### src/rtl/sig_code_seq_if.sv
// Control/config and code-output bundle between a sequencer master and the
// sig_code_seq slave.
interface sig_code_seq_if #(
  parameter int WIDTH  = 3,
  parameter int DEPTH  = 4,
  parameter int HOLD_W = 8
);
  localparam int IDX_W = (DEPTH > 1) ? $clog2(DEPTH) : 1;

  logic                   start;
  logic                   abort;
  logic                   loop;
  logic [DEPTH*WIDTH-1:0] cfg_code;
  logic [HOLD_W-1:0]      cfg_hold;
  logic [WIDTH-1:0]       sig_out;
  logic                   sig_valid;
  logic                   busy;
  logic                   done;
  logic [IDX_W-1:0]       slot_idx;

  modport master (
    output start, abort, loop, cfg_code, cfg_hold,
    input  sig_out, sig_valid, busy, done, slot_idx
  );

  modport slave (
    input  start, abort, loop, cfg_code, cfg_hold,
    output sig_out, sig_valid, busy, done, slot_idx
  );
endinterface

### src/rtl/sig_code_seq.sv
// Code sequencer: latches a table of DEPTH codes plus a hold time on start and
// plays them out slot by slot, once or looping; drives IDLE_CODE otherwise.
module sig_code_seq #(
  parameter int             WIDTH     = 3,
  parameter int             DEPTH     = 4,
  parameter int             HOLD_W    = 8,
  parameter logic [WIDTH-1:0] IDLE_CODE = 3'b101
) (
  input  logic         clk,
  input  logic         rst_n,
  sig_code_seq_if.slave bus
);
  localparam int IDX_W = (DEPTH > 1) ? $clog2(DEPTH) : 1;
  localparam logic [IDX_W-1:0] LAST = IDX_W'(DEPTH - 1);

  typedef enum logic [0:0] {IDLE = 1'b0, RUN = 1'b1} state_t;

  state_t                       state_q, state_d;
  logic [DEPTH-1:0][WIDTH-1:0]  code_q, code_d;
  logic [HOLD_W-1:0]            hold_q, hold_d;
  logic [HOLD_W-1:0]            cnt_q, cnt_d;
  logic                         loop_q, loop_d;
  logic [IDX_W-1:0]             idx_q, idx_d;
  logic [WIDTH-1:0]             out_q, out_d;
  logic                         valid_q, valid_d;
  logic                         done_q, done_d;
  logic [IDX_W-1:0]             idx_nxt;

  assign idx_nxt = idx_q + IDX_W'(1);

  always_comb begin
    state_d = state_q;
    code_d  = code_q;
    hold_d  = hold_q;
    cnt_d   = cnt_q;
    loop_d  = loop_q;
    idx_d   = idx_q;
    out_d   = out_q;
    valid_d = valid_q;
    done_d  = 1'b0;
    unique case (state_q)
      IDLE: begin
        out_d   = IDLE_CODE;
        valid_d = 1'b0;
        idx_d   = '0;
        if (bus.start && !bus.abort) begin
          code_d  = bus.cfg_code;
          hold_d  = bus.cfg_hold;
          loop_d  = bus.loop;
          cnt_d   = bus.cfg_hold;
          idx_d   = '0;
          out_d   = bus.cfg_code[WIDTH-1:0];
          valid_d = 1'b1;
          state_d = RUN;
        end
      end
      RUN: begin
        if (bus.abort) begin
          state_d = IDLE;
          out_d   = IDLE_CODE;
          valid_d = 1'b0;
          idx_d   = '0;
        end else if (cnt_q == '0) begin
          if (idx_q != LAST) begin
            idx_d = idx_nxt;
            out_d = code_q[idx_nxt];
            cnt_d = hold_q;
          end else if (loop_q) begin
            idx_d = '0;
            out_d = code_q[0];
            cnt_d = hold_q;
          end else begin
            // Normal completion: the done pulse lands with the return to idle.
            state_d = IDLE;
            done_d  = 1'b1;
            out_d   = IDLE_CODE;
            valid_d = 1'b0;
            idx_d   = '0;
          end
        end else begin
          cnt_d = cnt_q - HOLD_W'(1);
        end
      end
      default: state_d = IDLE;
    endcase
  end

  always_ff @(posedge clk or negedge rst_n) begin
    if (!rst_n) begin
      state_q <= IDLE;
      code_q  <= '0;
      hold_q  <= '0;
      cnt_q   <= '0;
      loop_q  <= 1'b0;
      idx_q   <= '0;
      out_q   <= IDLE_CODE;
      valid_q <= 1'b0;
      done_q  <= 1'b0;
    end else begin
      state_q <= state_d;
      code_q  <= code_d;
      hold_q  <= hold_d;
      cnt_q   <= cnt_d;
      loop_q  <= loop_d;
      idx_q   <= idx_d;
      out_q   <= out_d;
      valid_q <= valid_d;
      done_q  <= done_d;
    end
  end

  assign bus.sig_out   = out_q;
  assign bus.sig_valid = valid_q;
  assign bus.busy      = valid_q;
  assign bus.done      = done_q;
  assign bus.slot_idx  = idx_q;
endmodule

### src/flat_wrapper.sv
// flat-port wrapper written by rule: the top's interface ports become plain ports
module sig_code_seq_flat 
#(
  parameter int             WIDTH     = 3,
  parameter int             DEPTH     = 4,
  parameter int             HOLD_W    = 8,
  parameter logic [WIDTH-1:0] IDLE_CODE = 3'b101
)
  (clk, rst_n, bus_start, bus_abort, bus_loop, bus_cfg_code, bus_cfg_hold, bus_sig_out, bus_sig_valid, bus_busy, bus_done, bus_slot_idx);
  sig_code_seq_if #(.WIDTH(WIDTH), .DEPTH(DEPTH), .HOLD_W(HOLD_W)) bus_i ();
  input  logic clk;
  input  logic rst_n;
  input wire logic [$bits(bus_i.start)-1:0] bus_start;
  input wire logic [$bits(bus_i.abort)-1:0] bus_abort;
  input wire logic [$bits(bus_i.loop)-1:0] bus_loop;
  input wire logic [$bits(bus_i.cfg_code)-1:0] bus_cfg_code;
  input wire logic [$bits(bus_i.cfg_hold)-1:0] bus_cfg_hold;
  output wire logic [$bits(bus_i.sig_out)-1:0] bus_sig_out;
  output wire logic [$bits(bus_i.sig_valid)-1:0] bus_sig_valid;
  output wire logic [$bits(bus_i.busy)-1:0] bus_busy;
  output wire logic [$bits(bus_i.done)-1:0] bus_done;
  output wire logic [$bits(bus_i.slot_idx)-1:0] bus_slot_idx;
  assign bus_i.start = bus_start;
  assign bus_i.abort = bus_abort;
  assign bus_i.loop = bus_loop;
  assign bus_i.cfg_code = bus_cfg_code;
  assign bus_i.cfg_hold = bus_cfg_hold;
  assign bus_sig_out = bus_i.sig_out;
  assign bus_sig_valid = bus_i.sig_valid;
  assign bus_busy = bus_i.busy;
  assign bus_done = bus_i.done;
  assign bus_slot_idx = bus_i.slot_idx;
  sig_code_seq #(.WIDTH(WIDTH), .DEPTH(DEPTH), .HOLD_W(HOLD_W), .IDLE_CODE(IDLE_CODE)) u_core (.clk(clk), .rst_n(rst_n), .bus(bus_i));
endmodule
### config.mk
export PLATFORM = sky130hd
export DESIGN_NAME = sig_code_seq_flat
export DESIGN_NICKNAME = d
export VERILOG_FILES = /design/src/rtl/sig_code_seq_if.sv /design/src/rtl/sig_code_seq.sv /design/src/flat_wrapper.sv
export SDC_FILE = /design/constraint.sdc
export NUM_CORES = 1
export LEC_CHECK = 0
export CAP_MARGIN = 20
export CORE_UTILIZATION = 44
export DETAILED_ROUTE_END_ITERATION = 6
export MAX_ROUTING_LAYER = met4
export PLACE_DENSITY = 0.71
export SYNTH_ARGS = -nofsm -noshare
export SYNTH_HDL_FRONTEND = slang
export SYNTH_SLANG_ARGS = --single-unit
### constraint.sdc
create_clock -name clk -period 1.86 [get_ports clk]
set_input_delay 0.279 -clock clk [delete_from_list [all_inputs] [get_ports clk]]
set_output_delay 0.279 -clock clk [all_outputs]
set_load 0.02 [all_outputs]
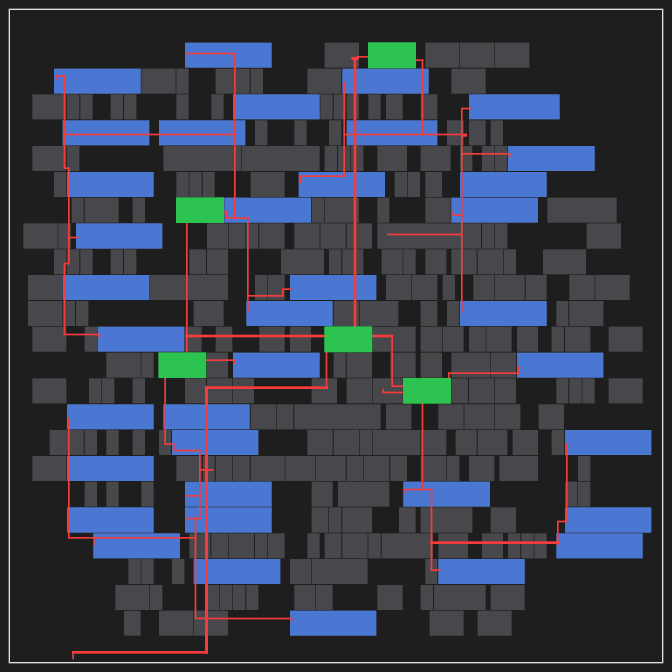
clock_wires.png
legend:
  flip-flops:
    color: blue
    count: 37
  clock wires:
    color: red
    length: 455 um
  clock-net drivers:
    color: green
    count: 5
flops lie: all over the die
routed clock nets: 6
clock latency on the worst-skew pair: 290 ps
relative contribution of the clock network to total power: 27.0%
final clock skew: 2.81 ps
power dissipated in the clock network: 0.000690 W

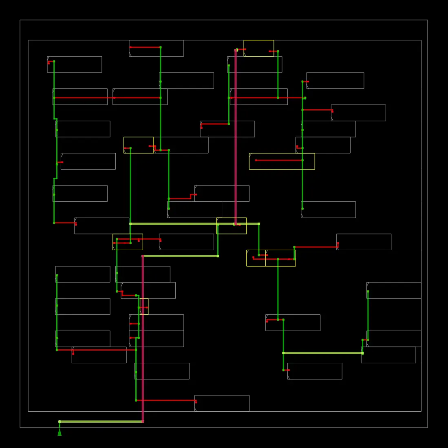
clock_nets.png
clock buffers created by TritonCTS: 5
flip-flops: 37
CTS sink count: 37
number of clock buffer instances in the layout: 6

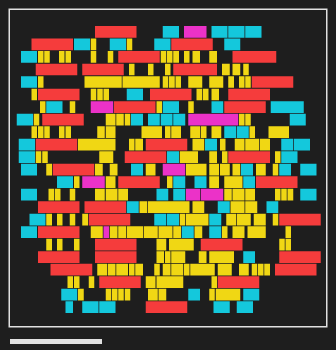
class_map.png
The bar under the picture is 20 um long.
legend:
  registers:
    color: red
    cells: 37
    share_of_their_area: 35%
  remaining buffers and delay cells:
    color: cyan
    cells: 62
    share_of_their_area: 21%
  clock drivers and dummy loads:
    color: magenta
    cells: 8
    share_of_their_area: 4.2%
  remaining logic cells:
    color: yellow
    cells: 174
    share_of_their_area: 39%
core footprint: 4140 sq um
fin util: 64.8%
finished layout cell area: 2680 sq um
sequential cell area share: 34.6%
number of core rows: 23

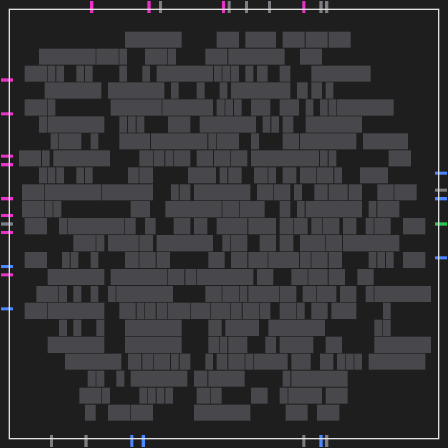
pinout.png
Pins as bars across the die edge, other pins in gray.
legend:
  `bus_cfg_code`:
    color: magenta
    pins: 12
    direction: input
    edge: 8 left, 4 top
  `bus_cfg_hold`:
    color: blue
    pins: 8
    direction: input
    edge: 3 right, 3 bottom, 2 left
  `bus_abort`:
    color: green
    pins: 1
    direction: input
    edge: right
die x size: 68.7 um
vertical die size: 68.7 um

==> metrics.cfg <==
[critical_path]
cp_data_required_time_ps=2040
crit_path_launch=u_core.cnt_q[0]
reg2reg_from=u_core.cnt_q[0]
r2r_slack_ps=-40
timing.critical_path.to=u_core.cnt_q[5]
critical_path_buf_inv_count=1
timing.critical_path.slowest_cell_delay_ps=490
worst-path-max-fanout=5
timing.critical_path.depth=6
cp_top_family=simple AND/OR/NAND/NOR gates
endpoint_arrival_time_on_the_critical_path_ps=2070
timing_worst_setup_path_type=flip-flop to flip-flop
crit_path_cell_trace=clkinv_4 -> ha_4 -> or4b_4 -> mux2_4 -> a221oi_2 -> o2bb2ai_1
crit_slowest_cell=sky130_fd_sc_hd__or4b_4
r2r-end=u_core.cnt_q[5]
worst_r2r_path_depth=6
critical_path.endpoint_type=flip-flop
startpoint_type=flip-flop

[min_path]
hold-path-cell-count=2
holdCritPathClass=flip-flop to flip-flop
worst_hold_startpoint=u_core.hold_q[4]

[logic_synthesis]
synth.yosys.warnings=0
yosysChipArea_sq_um=1960
ff_type=sky130_fd_sc_hd__dfrtp_1
ys_ff=37
synth.top_cells.by_area=sky130_fd_sc_hd__dfrtp_1 (45%), sky130_fd_sc_hd__nand2_1 (14%), sky130_fd_sc_hd__mux4_2 (3.5%)
postSynthNetCount=249
synth_area_per_cell_sq_um=8.85
share_of_the_synthesized_netlist_area_taken_by_xor_and_xnor_gates_pct=0.448
synth-adder-area-share_pct=1.92
synthArstFlopShare_pct=100
synthAoiAreaFrac_pct=14.6
edf_count=0
logic_family=simple AND/OR/NAND/NOR gates
yosys-stat-cells=221
postSynthCellCount=221
simple_gate_share_pct=27.7
seq_area_frac_synth_pct=47.4
area_fraction_in_mux_cells_pct=4.80
synth.distinct_cells=45
synth_area_leader_cell=sky130_fd_sc_hd__dfrtp_1
yosysTopAreaCellShare_pct=44.8
netlist_area_sq_um=1960

[placed_design]
detailed_place.area_sq_um=2520
gp_congestion=0.928
dp.cells=318
post_dp_hpwl_um=3500
port_buffers=32

[cts]
clkTransAtPathRegs_ps=70
clockRootBuffer=sky130_fd_sc_hd__clkbuf_8
h-tree-depth=2
clockBufferDepth=2
clock_tree_from_tritoncts=built

[routing]
initialDrtViolationCount=152
route.detailed.wl_per_inst_um=14.5
drc_violation_count_after_routing=0
routed-via-count=1786
finalWirelength_um=4790
drt_first_pass_iters=4
drtAntennaViolNets=0
viasPerCell=5.40

[power_and_ir_drop]
seq_power_share_pct=43.3
power_per_cell_area_nw_per_um2=953
leakage_nw=1.21
switchingPower_w=0.000799
internal_power_w=0.00176
dominant_power_group=sequential cells
power.combinational.fraction_pct=29.8
power.share.switching_pct=31.3
pg_comb_w=0.000761
seq_cell_power_w=0.00111
design_power_total_w=0.00256
peakVddDrop_v=0.000536

[sta]
worst_pin_slew_ps=511
totalNegativeSetupSlack_ps=-36.9
timing_hold_violations_final=0
maxSlewHeadroom_pct=65.9
maxSlewViolCount=0
achievable-frequency_mhz=527
period_minus_slack_ps=1900
post-route-period-util_pct=102
finalSetupViolations=1
postLayoutSetupSlackWorst_ps=-36.9
grt_setup_unrepaired=yes

[status]
violations_in_the_final_reports=setup timing
run_status=complete, but fails checks

[final_layout]
final_non_filler_cell_total=331
fillers=351
top_cells_excl_fill_tap=sky130_fd_sc_hd__nand2_1 (71), sky130_fd_sc_hd__dfrtp_1 (35), sky130_fd_sc_hd__clkdlybuf4s50_1 (31), sky130_fd_sc_hd__buf_4 (28), sky130_fd_sc_hd__nor2_1 (16)
antennaDiodeCount=0
drive_gt1_share_pct=21.7
mostFrequentLayoutCell=sky130_fd_sc_hd__nand2_1
area.growth.synth_to_final_pct=37.1
finish.net_count=308

[global_routing]
grt_pass1_vias=1745
grt_first_pass_wirelength_um=8110
globalRouteOverflowTotal=0
globalRouteTotalUtil_pct=24.5
grt_max_degree=24
initial_antenna_violation_count=0

[run]
log.warning_count=30
timing.max_cap.violations=0

[die]
die_area_sq_um=4720
pin_count=33
fp_util_pct=47.2

==> state kept, by name, summed over array words and instances, names as in the netlist <==
signal               cells
u_core.bus.busy          1
u_core.bus.done          1
u_core.bus.sig_out       3
u_core.bus.slot_idx      2
u_core.cnt_q             8
u_core.code_q           12
u_core.hold_q            8
u_core.loop_q            1
u_core.state_q           1
==> worst reg2reg max path, cell delays in order, from the launching register on <==
cell and delay (ps):
sky130_fd_sc_hd__dfrtp_1 420, sky130_fd_sc_hd__clkinv_4 70, sky130_fd_sc_hd__ha_4 140, sky130_fd_sc_hd__or4b_4 490, sky130_fd_sc_hd__mux2_4 320, sky130_fd_sc_hd__a221oi_2 260, sky130_fd_sc_hd__o2bb2ai_1 80
==> worst min path at each step <==
| stage | slack, ps | endpoint |
|---|---|---|
| after floorplan | -20 | u_core.bus.busy |
| after global placement | 270 | u_core.hold_q[3] |
| after detailed placement | 280 | u_core.hold_q[3] |
| after CTS | 470 | u_core.hold_q[4] |
| after global routing | 510 | u_core.code_q[8] |
| final | 470 | u_core.hold_q[4] |
==> final cells by class <==
class / instances / area [sq um] / area share (%)
well taps: 50 / 62.6 / 2.33
clock buffers: 6 / 72.6 / 2.70
repair buffers: 62 / 556 / 20.7
multi-input cells: 169 / 1000 / 37.3
flip-flops and latches: 37 / 928 / 34.6
clock inverters: 2 / 38.8 / 1.45
inverters: 5 / 23.8 / 0.886
==> cell usage after synthesis (2+ instances only) <==
master and instances:
sky130_fd_sc_hd__nor3_1 8, sky130_fd_sc_hd__o31a_1 2, sky130_fd_sc_hd__nor2b_1 3, sky130_fd_sc_hd__o22ai_1 5, sky130_fd_sc_hd__a21oi_1 8, sky130_fd_sc_hd__clkbuf_1 7, sky130_fd_sc_hd__and3_1 2, sky130_fd_sc_hd__or3_1 2
sky130_fd_sc_hd__a221oi_1 2, sky130_fd_sc_hd__nand3_1 5, sky130_fd_sc_hd__a31oi_1 4, sky130_fd_sc_hd__ha_1 3, sky130_fd_sc_hd__nand3b_1 2, sky130_fd_sc_hd__buf_1 2, sky130_fd_sc_hd__mux4_2 3, sky130_fd_sc_hd__nand2b_1 4
sky130_fd_sc_hd__nor2_1 16, sky130_fd_sc_hd__o211ai_1 4, sky130_fd_sc_hd__o21ai_0 3, sky130_fd_sc_hd__dfrtp_1 35, sky130_fd_sc_hd__dfstp_2 2, sky130_fd_sc_hd__o221a_2 2, sky130_fd_sc_hd__nand2_1 71, sky130_fd_sc_hd__inv_1 5
==> stage by stage <==
step                setup WS [ps]  hold slack, ps
finish                      -36.9             472
floorplan                   -35.2           -16.6
global placement             23.8             269
detailed placement           6.02             279
global route                 -119             507
CTS                         -38.0             475
==> layer usage <==
layer  share of wire (%)  vias up  global-route usage [%]  routed length (um)
met5                   0        -                       -                   0
met4                 1.4        0                    8.42                  65
met3                 3.4        6                    3.95                 163
met2                  46       34                    36.4                2190
met1                  50      854                    34.0                2380
li1                    -      892                       -                   -
==> what timing repair did <==
item	CTS	global route
hold buffers	1	0
gates cloned	0	0
endpoints found under the hold margin	19	0
buffers inserted	2	2
resized	1	3
setup endpoints to repair	4	12
pin swaps	0	2
Power and IR drop assume default switching activity.
